==> src/rtl/seven_seg_reader.sv <==
// Watches a two-digit multiplexed seven-segment bus and filters each digit for stability.
// Decodes the digits back to nibbles and emits the reassembled byte once per completed pair.
//
// state   | meaning
// --------+--------------------------------------------------
// IDLE    | no digit held for the current pair
// HAVE_HI | Dig1 nibble held, waiting for Dig2
// HAVE_LO | Dig2 nibble held, waiting for Dig1
// EMIT    | pair complete; Value/Valid loaded on the next edge
module seven_seg_reader #(
    parameter int unsigned STABLE_CYCLES = 2
) (
    input  logic       clk_i,
    input  logic       rst_ni,
    input  logic [7:0] seg_bus_i,
    input  logic [1:0] dig_sel_i,
    output logic [7:0] value_o,
    output logic       valid_o,
    output logic       error_o,
    output logic       err_digit_o
);

    typedef enum logic [1:0] {
        IDLE    = 2'd0,
        HAVE_HI = 2'd1,
        HAVE_LO = 2'd2,
        EMIT    = 2'd3
    } state_t;

    localparam logic [3:0] ACC_CNT = 4'(STABLE_CYCLES - 1);

    state_t     state_q, state_d;
    logic [7:0] seg_q;
    logic [1:0] sel_q;
    logic [3:0] cnt_q, cnt_d;
    logic [3:0] hi_q, hi_d;
    logic [3:0] lo_q, lo_d;
    logic [7:0] value_q, value_d;
    logic       valid_q, valid_d;
    logic       error_q, error_d;
    logic       err_digit_q, err_digit_d;

    logic       one_hot;
    logic       same;
    logic       accept;
    logic       is_hi;
    logic       dec_ok;
    logic [3:0] dec_nib;

    assign one_hot = (dig_sel_i == 2'b01) || (dig_sel_i == 2'b10);
    assign same    = (seg_bus_i == seg_q) && (dig_sel_i == sel_q);
    assign is_hi   = (dig_sel_i == 2'b10);

    always_comb begin
        cnt_d = 4'd0;
        if (one_hot && same) begin
            cnt_d = (cnt_q == 4'd15) ? 4'd15 : cnt_q + 4'd1;
        end
    end

    // A fresh run (!same) or a genuine increment reaching the threshold accepts;
    // sitting saturated at the threshold does not.
    assign accept = one_hot && (cnt_d == ACC_CNT) && (!same || (cnt_d != cnt_q));

    always_comb begin
        dec_ok  = 1'b1;
        dec_nib = 4'h0;
        case (seg_bus_i[6:0])
            7'b0111111: dec_nib = 4'h0;
            7'b0000110: dec_nib = 4'h1;
            7'b1011011: dec_nib = 4'h2;
            7'b1001111: dec_nib = 4'h3;
            7'b1100110: dec_nib = 4'h4;
            7'b1101101: dec_nib = 4'h5;
            7'b1111101: dec_nib = 4'h6;
            7'b0000111: dec_nib = 4'h7;
            7'b1111111: dec_nib = 4'h8;
            7'b1101111: dec_nib = 4'h9;
            7'b1110111: dec_nib = 4'hA;
            7'b1111100: dec_nib = 4'hB;
            7'b0111001: dec_nib = 4'hC;
            7'b1011110: dec_nib = 4'hD;
            7'b1111001: dec_nib = 4'hE;
            7'b1110001: dec_nib = 4'hF;
            default:    dec_ok  = 1'b0;
        endcase
    end

    always_comb begin
        state_d     = state_q;
        hi_d        = hi_q;
        lo_d        = lo_q;
        value_d     = value_q;
        valid_d     = 1'b0;
        error_d     = 1'b0;
        err_digit_d = err_digit_q;

        if (state_q == EMIT) begin
            value_d = {hi_q, lo_q};
            valid_d = 1'b1;
            state_d = IDLE;
        end

        // Evaluated after EMIT so an acceptance in that cycle starts the next pair.
        if (accept) begin
            if (!dec_ok) begin
                error_d     = 1'b1;
                err_digit_d = is_hi;
            end else if (is_hi) begin
                hi_d = dec_nib;
                case (state_d)
                    IDLE:    state_d = HAVE_HI;
                    HAVE_LO: state_d = EMIT;
                    default: ;
                endcase
            end else begin
                lo_d = dec_nib;
                case (state_d)
                    IDLE:    state_d = HAVE_LO;
                    HAVE_HI: state_d = EMIT;
                    default: ;
                endcase
            end
        end
    end

    always_ff @(posedge clk_i) begin
        if (!rst_ni) begin
            state_q     <= IDLE;
            seg_q       <= 8'h00;
            sel_q       <= 2'b00;
            cnt_q       <= 4'd0;
            hi_q        <= 4'h0;
            lo_q        <= 4'h0;
            value_q     <= 8'h00;
            valid_q     <= 1'b0;
            error_q     <= 1'b0;
            err_digit_q <= 1'b0;
        end else begin
            state_q     <= state_d;
            seg_q       <= seg_bus_i;
            sel_q       <= dig_sel_i;
            cnt_q       <= cnt_d;
            hi_q        <= hi_d;
            lo_q        <= lo_d;
            value_q     <= value_d;
            valid_q     <= valid_d;
            error_q     <= error_d;
            err_digit_q <= err_digit_d;
        end
    end

    assign value_o     = value_q;
    assign valid_o     = valid_q;
    assign error_o     = error_q;
    assign err_digit_o = err_digit_q;

endmodule

==> config.mk <==
export PLATFORM = sky130hd
export DESIGN_NAME = seven_seg_reader
export DESIGN_NICKNAME = d
export VERILOG_FILES = /design/src/rtl/seven_seg_reader.sv
export SDC_FILE = /design/constraint.sdc
export NUM_CORES = 1
export LEC_CHECK = 0
export ABC_AREA = 1
export CAP_MARGIN = 20
export CORE_ASPECT_RATIO = 1.75
export CORE_MARGIN = 4
export CORE_UTILIZATION = 35
export DETAILED_ROUTE_END_ITERATION = 16
export HOLD_SLACK_MARGIN = 0.12
export PLACE_DENSITY_LB_ADDON = 0.05
export SETUP_SLACK_MARGIN = 0.2
export SLEW_MARGIN = 20
export SYNTH_ARGS = -nofsm -noshare
export SYNTH_HDL_FRONTEND = slang
export SYNTH_SLANG_ARGS = --single-unit
export TNS_END_PERCENT = 20
==> constraint.sdc <==
create_clock -name clk_i -period 3.1 [get_ports clk_i]
set_clock_uncertainty 0.1 [all_clocks]
set_input_delay 0.31 -clock clk_i [delete_from_list [all_inputs] [get_ports clk_i]]
set_output_delay 0.31 -clock clk_i [all_outputs]
set_load 0.05 [all_outputs]
### Clock network drawn from the DEF, run 1

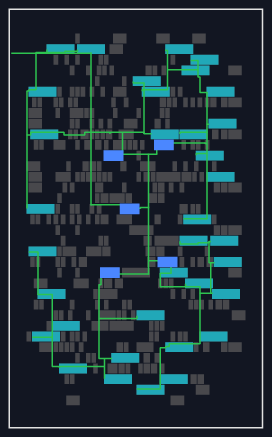
clock-net drivers -> blue  # count 5
flip-flops -> cyan  # count 35
clock wires -> green  # length 527 um
flops lie = spread over the die
routed clock nets = 6

### Congestion heat map, run 1

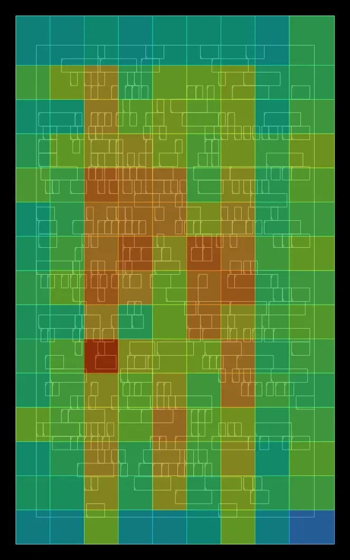
GR peak layer: met2
DR WL/cell: 10.4 um
Overall Global Routing Usage: 0.134

### M3 wires, run 1

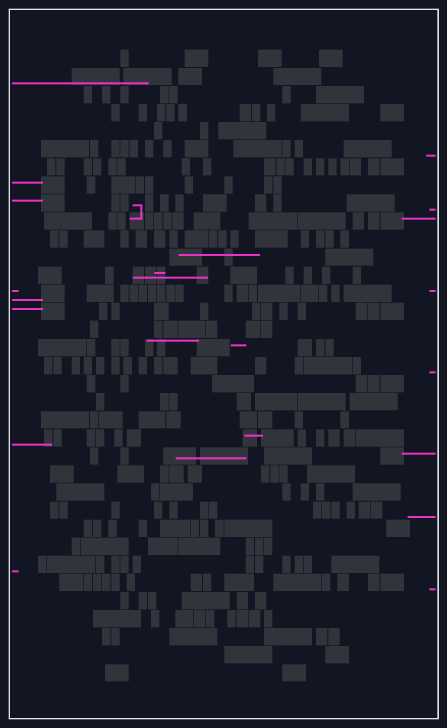
main direction = horizontal
longest straight run = 20.2 um
share of all routed wire = 2.8%
nets with wire on the layer = 20
wire length on this layer = 114 um

run 1: cell usage after synthesis:
cell type	count
inv_1	49
nand3_1	10
nor3_1	2
xor2_1	1
buf_1	1
o21ai_1	1
o21ai_0	9
clkinv_1	1
nor2_4	7
clkbuf_1	2
nand3_4	4
nand3_2	5
dfxtp_1	35
nand2_1	87
nor2_2	3
inv_2	9
nor2_8	1
a21oi_1	13
buf_6	1
nand3b_1	1
nor2_1	38
nand4_1	4
ha_1	3
nand2_2	6
run 1: final timing paths:
check | endpoint | slack [ps] | cells after the start
setup / recovery | hi_q[0] | 1020 | 11
hold / removal | value_o[5] | 360 | 2
setup reg to reg | hi_q[0] | 1260 | 10
hold reg to reg | value_o[5] | 360 | 2
run 1: power breakdown:
group	internal [W]	total, W	switching (W)
combinational	0.0000391	0.000107	0.0000675
clock	0.000174	0.000337	0.000163
sequential	0.000456	0.000459	0.00000266
total	0.000670	0.000903	0.000233
run 1: logic make-up (layout without fill, tap and decap cells):
family                   Yosys count  in the layout  synth area share
adder cells (fa/ha/maj)            3              3            0.0193
AND/OR/NAND/NOR                  168            168             0.431
buffers and inverters             63             90             0.126
XOR/XNOR                           1              1           0.00451
AND-OR/OR-AND                     23             23            0.0592
flip-flops                        35             35             0.361
run 1: layer usage:
layer,vias to the layer above,track usage,share of wire
met5,-,0,0
met4,0,0.0454,0.017
met3,6,0.0285,0.028
met2,27,0.274,0.58
met1,713,0.124,0.37
li1,935,-,-
run 1: worst reg2reg max path, cell delays in order (launching register included):
cell and delay, ps:
dfxtp_1 390, ha_1 210, nand3_1 80, o21ai_1 120, nand2_1 70, nor2_1 90
nand2_1 130, nor2_8 220, nand3_1 140, nor2_1 140, nor2_1 60
run 1: sequential cells by signal, summed over array words and instances (netlist names):
register and count:
hi_q 4, error_o 1, valid_o 1, value_o 8, err_digit_o 1, sel_q 2
state_q 2, cnt_q 4, lo_q 4, seg_q 8
run 1: through the flow:
stage                      util  hold WS (ps)  power [W]  setup slack (ps)
after floorplan               -           303   0.000540              1430
after global placement    0.421           340   0.000577               728
after detailed placement  0.421           348   0.000578               679
after CTS                 0.437           359   0.000921               978
after global routing      0.437           368   0.000949               887
final                     0.437           356   0.000903              1020
run 1: final cells by class:
class,count,area (um2),area share
multi-input combinational,195,998,0.427
sequential,35,701,0.300
timing repair buffer,24,235,0.101
inverter,59,221,0.0948
tap,74,92.6,0.0396
clock buffer,6,82.6,0.0354
clock inverter,1,5.00,0.00214
==> run summary, run 1 <==
Final setup violating endpoints: 0
Most common cell on crit path: nor2_1
Die Size: 6850 um2
RSZ-0062 raised after global routing: false
Htree depth: 2
Final Hold Vio Count: 0
Die height: 107 um
Worst Path Buf+Inv: 2
Nets: 335
Worst Setup SP: dig_sel_i[0]
Synth top area share: 0.361
Antenna Violating Nets Remaining: 0
YS warnings: 0
DRT iter0 DRCs: 60
CTS resizes: 0
Fillers: 603
Clock tree buffer depth: 2
# clock sinks: 35
Drt pass-1 iters: 4
Placed inst area: 2250 um2
Final min period: 2080 ps
Post-DR vias/cell: 4.27
Yosys reg bits: 35
CP max-delay cell: clkdlybuf4s50_1
Synthesized instance count: 293
Yosys chip area: 1940 um2
Vias in the first global route: 1,591
CP peak stage delay: 500 ps
Slew @ Worst Pin: 608 ps
CTS tree: yes
CTS Buf Count: 5
Layout area overhead: 20.2%
# hold bufs at CTS: 0
Latest clock arrival within the worst-skew pair: 280 ps
MaxCap Viol Count: 0
Crit path DAT: 2160 ps
Leakage: 1.24 nW
Area leader, netlist: dfxtp_1
Number of buffers added on ports: 22
Syn nets: 308
Row count: 35
Required @ worst endpoint: 3180 ps
Init Core Util: 0.364
Fin area: 2340 um2
DRC: 0
Worst-path clk slew: 70 ps
Avg Inst Size Synth: 6.63 um2
DP Wirelength: 3330 um
Routability cong.: 0.792
Pins Over Slew Limit: 0
Family with the most delay on the worst path: simple AND/OR/NAND/NOR gates
Hold crit path type: reg -> reg
Worst setup EP type: register
Placed cells: 387
Ys cells: 293
CP startpoint kind: primary input
CP Max Fanout: 10
# Post-CTS Setup Buffers: 0
Clock root buffer: clkbuf_8
Maximum number of pins on one net before global-route repair: 17
Cycle use final: 0.670
Worst slew margin: 0.594
WL final: 4120 um
Kind of critical path: in -> reg
Crit path cell chain: clkdlybuf4s50_1, inv_1, ha_1, nor2_1, nand2_1, nor2_2, nand3_4, nor2_8, nand3_1, nor2_1, nor2_1
Outcome: complete, no violations
Power per cell area: 386 nW/um2
Initial antenna violation count: 0
Tool warnings: 27
Sequential fraction of the synthesis area: 0.361
Reg-to-Reg Start: cnt_q[0]
Share of layout cells above drive strength 1: 0.138
FMAX: 482 MHz
DR vias: 1,681
# diodes: 0
Final Non-Filler Cells: 394
Core region area: 5340 um2
Chip width: 64.3 um
IO Pins: 23
## Run 2: what changed since run 1
==> constraint.sdc (replaced) <==
create_clock -name clk_i -period 1.8 [get_ports clk_i]
set_clock_uncertainty 0.1 [all_clocks]
set_input_delay 0.18 -clock clk_i [delete_from_list [all_inputs] [get_ports clk_i]]
set_output_delay 0.18 -clock clk_i [all_outputs]
set_load 0.05 [all_outputs]
==> run 2 against run 1 <==
Net effect:
- die area is the same
- flip-flop count did not move
- clock-buffer cell count stayed put
- cell count is 5.3% higher
- utilization increased by 4.0 points
- via count rose by 3.5%
- critical path depth shrank 10
- non-clock buffer count up 20
- register-to-register slack lost 1100 ps
- critical path type is now reg -> out
==> run summary, run 2 <==
Outcome: complete, no violations
Synth top area share: 0.361
Final setup violating endpoints: 0
CP peak stage delay: 800 ps
CTS Buf Count: 5
Routability cong.: 0.836
Kind of critical path: reg -> out
Switching share of power: 0.256
Top cells by area: dfxtp_1 36%, nand2_1 17%, inv_1 9.5%
Synthesized instance count: 293
Overall Global Routing Usage: 0.136
# clock sinks: 35
GR Overflow Total: 0
Syn nets: 308
Commonest cells post-synth: 87 x nand2_1, 49 x inv_1, 38 x nor2_1, 35 x dfxtp_1, 13 x a21oi_1
Required @ worst endpoint: 1520 ps
DRT iter0 DRCs: 57
Worst setup EP type: output pin
Initial antenna violation count: 0
TNS Setup: 0 ps
Core region area: 5340 um2
Htree depth: 2
Drt pass-1 iters: 4
Final Non-Filler Cells: 415
Antenna Violating Nets Remaining: 0
Reg-to-Reg Start: cnt_q[1]
MaxCap Viol Count: 0
Most common cell in the netlist: nand2_1
Row count: 35
Init Core Util: 0.364
Chip width: 64.3 um
Crit path cell chain: clkdlybuf4s50_1
Most frequent cells in the layout: 84 x nand2_1, 49 x inv_1, 32 x nor2_1, 32 x dfxtp_1, 25 x buf_4
Hold WS: 106 ps
Post-DR vias/cell: 4.19
Worst-path clk slew: 70 ps
Placed inst area: 2390 um2
FMAX: 593 MHz
DP Wirelength: 3310 um
Clock tree buffer depth: 2
Die height: 107 um
Worst Setup SP: value_o[5]
Hold crit path type: in -> reg
IO Pins: 23
Clock root buffer: clkbuf_8
Hold_sp: seg_bus_i[3]
Nets: 356
YS warnings: 0
CTS tree: yes
Latest clock arrival within the worst-skew pair: 280 ps
Share of layout cells above drive strength 1: 0.249
Avg Inst Size Synth: 6.63 um2
Pins Over Slew Limit: 0
Fin area: 2550 um2
Slew @ Worst Pin: 492 ps
DRC: 0
Fillers: 602
Combinational share of power: 0.133
Power per cell area: 616 nW/um2
Sequential fraction of design power: 0.503
DR vias: 1,740
WL final: 4130 um
Number of buffers added on ports: 22
FFs w/ async S/R, synth: 0
Yosys chip area: 1940 um2
Post-synth top flop: dfxtp_1
CP Max Fanout: 2
RSZ-0062 raised after global routing: true
Distinct lib cells used: 24
Placed cells: 407
Clock share of power: 0.363
Worst Path Buf+Inv: 1
Yosys reg bits: 35
CP max-delay cell: clkdlybuf4s50_1
Switching pwr: 0.000402 W
Vias in the first global route: 1,749
# Post-CTS Setup Buffers: 0
Family with the most delay on the worst path: buffers and inverters
Crit path DAT: 1410 ps
Power consumption: 0.00157 W
Area of the mapped netlist: 1940 um2
Top cell excl fill/tap: nand2_1
# diodes: 0
Final Hold Vio Count: 0
Leakage: 1.38 nW
Worst slew margin: 0.671
Tool warnings: 29
Final min period: 1690 ps
Number of enable flip-flop cells: 0
Cycle use final: 0.936
Global-route wire length before repair: 7300 um
Internal power: 0.00117 W
CP startpoint kind: register
Layout area overhead: 31.2%
Ys cells: 293
Sequential fraction of the synthesis area: 0.361
Die Size: 6850 um2
Area leader, netlist: dfxtp_1
Maximum VDD drop: 332 uV
Maximum number of pins on one net before global-route repair: 18
-- run 2: cell counts after synthesis --
No cell type changed its count.
-- run 2: power groups by stage --
stage | Combinational, W | Sequential [W] | Clock (W)
after detailed placement | 0.000210 | 0.000809 | 0
final | 0.000209 | 0.000791 | 0.000571
after global routing | 0.000236 | 0.000791 | 0.000631
after CTS | 0.000211 | 0.000791 | 0.000597
after global placement | 0.000210 | 0.000808 | 0
after floorplan | 0.000122 | 0.000808 | 0
-- run 2: cell families (layout without fill, tap and decap cells) --
| group | count (synthesis) | after routing | synth area share |
|---|---|---|---|
| AOI/OAI and AO/OA | 23 | 23 | 0.0592 |
| xor gates and xnor gates | 1 | 1 | 0.00451 |
| adders and majority gates | 3 | 3 | 0.0193 |
| buffers and inverters | 63 | 110 | 0.126 |
| DFF | 35 | 35 | 0.361 |
| and+or+nand+nor | 168 | 169 | 0.431 |
-- run 2: final cells by class --
class,count,area [um2],area share
Tap cell,74,92.6,0.0363
Clock inverter,1,5.00,0.00196
Timing Repair Buffer,44,374,0.147
Sequential cell,35,704,0.276
Inverter,59,221,0.0869
Multi-Input combinational cell,196,1070,0.419
Clock buffer,6,82.6,0.0324
-- run 2: layer usage --
layer  GRT usage  part of all wire
met1       0.127              0.38
met2       0.271              0.57
met3      0.0285             0.030
met4      0.0605             0.028
met5           0                 0
-- run 2: final timing paths --
path,endpoint,slack [ps],depth (start not counted)
worst max-delay path,value_o[5],110,1
worst min-delay path,seg_q[3],110,3
worst max register to register,state_q[1],210,10
worst min register to register,value_o[6],350,2
-- run 2: timing repair --
action / in CTS / in global routing
gates resized: 22 / 8
setup endpoints to repair: 22 / 19
hold endpoints to repair: 0 / 0
pin swaps: 11 / 7
cloned: 1 / 0
hold buffers: 0 / 0
-- run 2: through the flow --
step / setup WS (ps) / utilization
6_report: 115 / 0.477
5_1_grt: 30.5 / 0.477
4_1_cts: 95.9 / 0.473
3_5_place_dp: -424 / 0.448
3_3_place_gp: -398 / 0.448
2_1_floorplan: 207 / -
-- run 2: tightest hold or removal path, cell delays in order --
cell and delay (ps):
dlymetal6s2s_1 170, nand2_1 70, inv_1 40
### Cells by drive strength, run 2

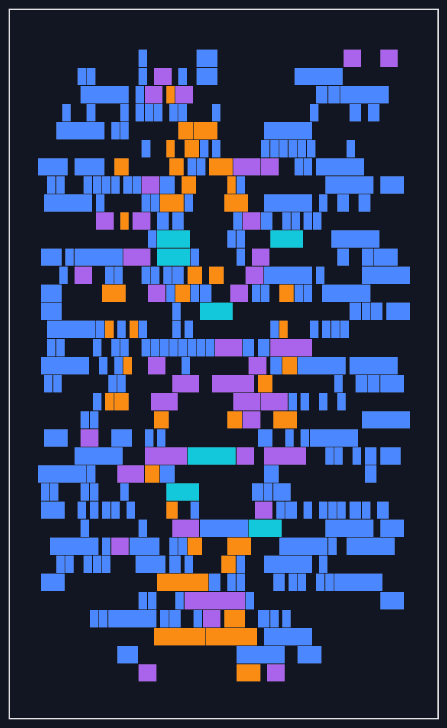
x3 and x4 -> purple  # cells 39, share 11%
x6 and larger -> cyan  # cells 7, share 2.1%
x2 -> orange  # cells 39, share 11%
x1 and smaller -> blue  # cells 256, share 75%

### Congestion heat map, run 2

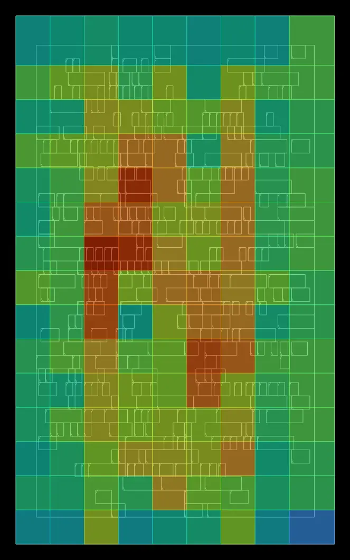
DR WL/cell: 9.96 um
Final Util: 0.477

### M3 wires, run 2

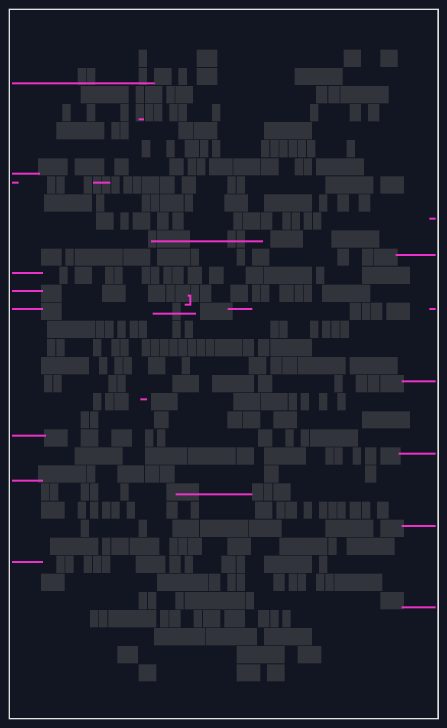
wire length on this layer = 122 um
nets with wire on the layer = 20
longest straight run = 21.2 um
share of all routed wire = 3.0%
main direction = horizontal

Power figures rest on the tool's default switching activity, not on a simulated workload.
